Fig. 1: signal wires by layer
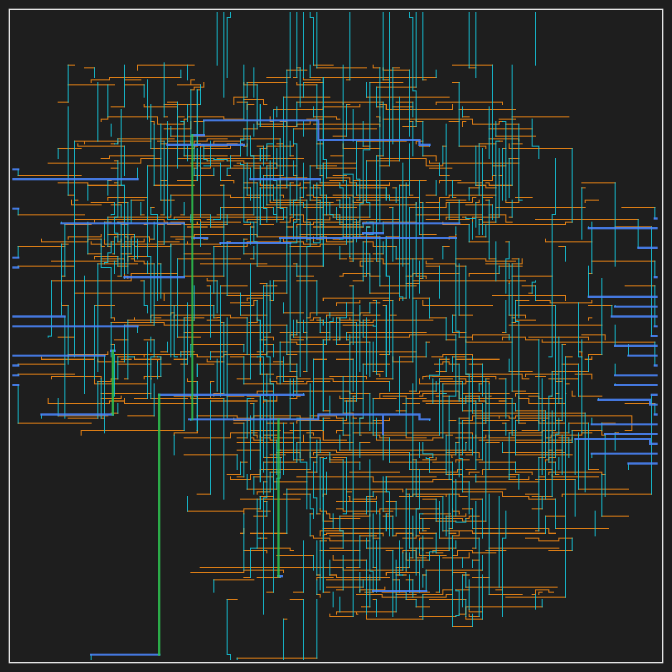
Fig. 2: placed standard cells
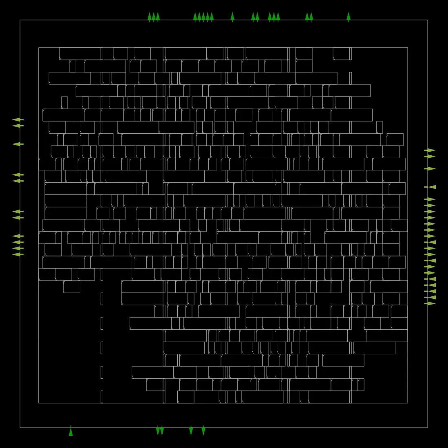
Fig. 3: placement by cell class
Fill, decap, tap and diode cells in gray.
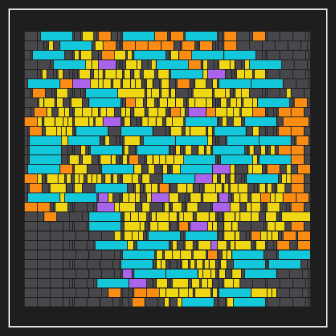
Fig. 4: cell sizes after repair
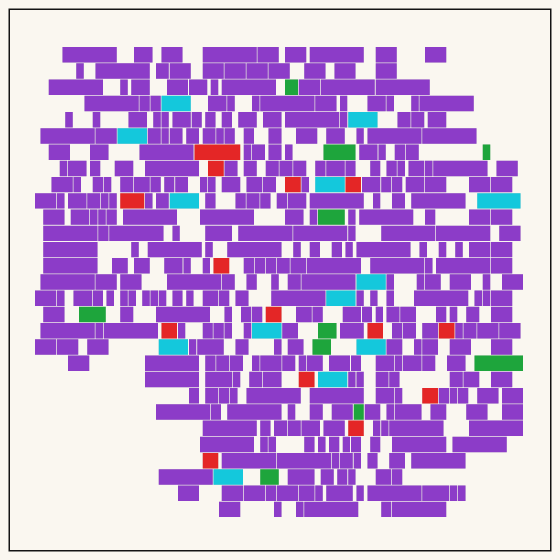
==> config.mk <==
export PLATFORM = sky130hd
export DESIGN_NAME = cnn_layer_scheduler
export DESIGN_NICKNAME = d
export VERILOG_FILES = /design/src/rtl/cnn_sched_pkg.sv /design/src/rtl/sched_feed_pacer.sv /design/src/rtl/cnn_layer_scheduler.sv
export SDC_FILE = /design/constraint.sdc
export NUM_CORES = 1
export LEC_CHECK = 0
export ABC_AREA = 0
export CAP_MARGIN = 10
export CORE_MARGIN = 4
export CORE_UTILIZATION = 50
export DETAILED_ROUTE_END_ITERATION = 7
export HOLD_SLACK_MARGIN = 0.1
export PLACE_DENSITY = 0.82
export SKIP_LAST_GASP = 1
export SYNTH_ARGS = -nofsm -noshare
export SYNTH_HDL_FRONTEND = slang
export SYNTH_SLANG_ARGS = --single-unit
==> constraint.sdc <==
create_clock -name clk -period 2.7 [get_ports clk]
set_input_delay 0.27 -clock clk [delete_from_list [all_inputs] [get_ports clk]]
set_output_delay 0.27 -clock clk [all_outputs]
set_load 0.05 [all_outputs]
==> summary.txt <==
impl run done, here's what came out: status=finished clean, Slowest-stage cell, CP=or4_4, largest delay contributor family on the critical path=simple AND/OR/NAND/NOR gates, clk slew on worst S/H paths=around 0.07 ns, xor+xnor area frac=6.18%, Ports=between 50 and 60, max cap viols=0, Register Area=1600 um2, H-Tree Level Count=3, Yosys chip area=around 3400 um2, Final non-clock buffer share=around 15%, Starting DRT DRC Count=166, Mapped Area=~3400 um2, aoi share=9.16%, Mapped Nets=383, Gate power share=13.4%, wire per inst=15.6 um, CP Buf/Inv Count=0, clock buffer count=12, comb_multi_in=273, First-pass DRT Iterations=4
Notes on Fig. 1 above:
layer	color	wire length
met2	cyan	3730 um
met4	green	106 um
met1	orange	3710 um
met3	blue	384 um
via count: 2966
Total Wirelength: 7940 um
gr usage total: 20.8%

Notes on Fig. 2 above:
final core utilization: 65.7%
Row Count: 29
Layout fillers: 542
final std cells w/o fill: 510
Seq/total area: 37.7%

Notes on Fig. 3 above:
class	color	cells
other buffers and delay cells	orange	64
all other logic	yellow	289
clock drivers and dummy loads	purple	16
flip-flops	cyan	64
core footprint: 6460 um2
fin area: 4250 um2

Notes on Fig. 4 above:
size	color	cells
drive 2	green	10
drive 6 and up	cyan	13
drive 1 or less	purple	396
drive 3 to 4	red	14
Setup WS post-layout: 0.290 ns
nonclk buf count: 64
Synth-to-Final Area Change: 24.9%

layer usage:
metal | track usage (%) | wire [um] | up-vias
li1 | - | - | 1431
met1 | 27.8 | 3710 | 1459
met2 | 33.1 | 3730 | 67
met3 | 3.75 | 384 | 9
met4 | 8.93 | 106 | 0
met5 | 0 | 0 | -
metrics by stage:
stage | total power [mW] | setup WS, ns | instances | util (%)
finish | 2.09 | 0.290 | 510 | 65.7
global placement | 1.32 | 0.296 | 494 | 62.7
CTS | 2.11 | 0.311 | 510 | 65.7
detailed placement | 1.33 | 0.228 | 494 | 62.7
floorplan | 1.22 | 0.0863 | 368 | -
global route | 2.19 | 0.0486 | 510 | 65.7
Power and IR drop assume default switching activity.
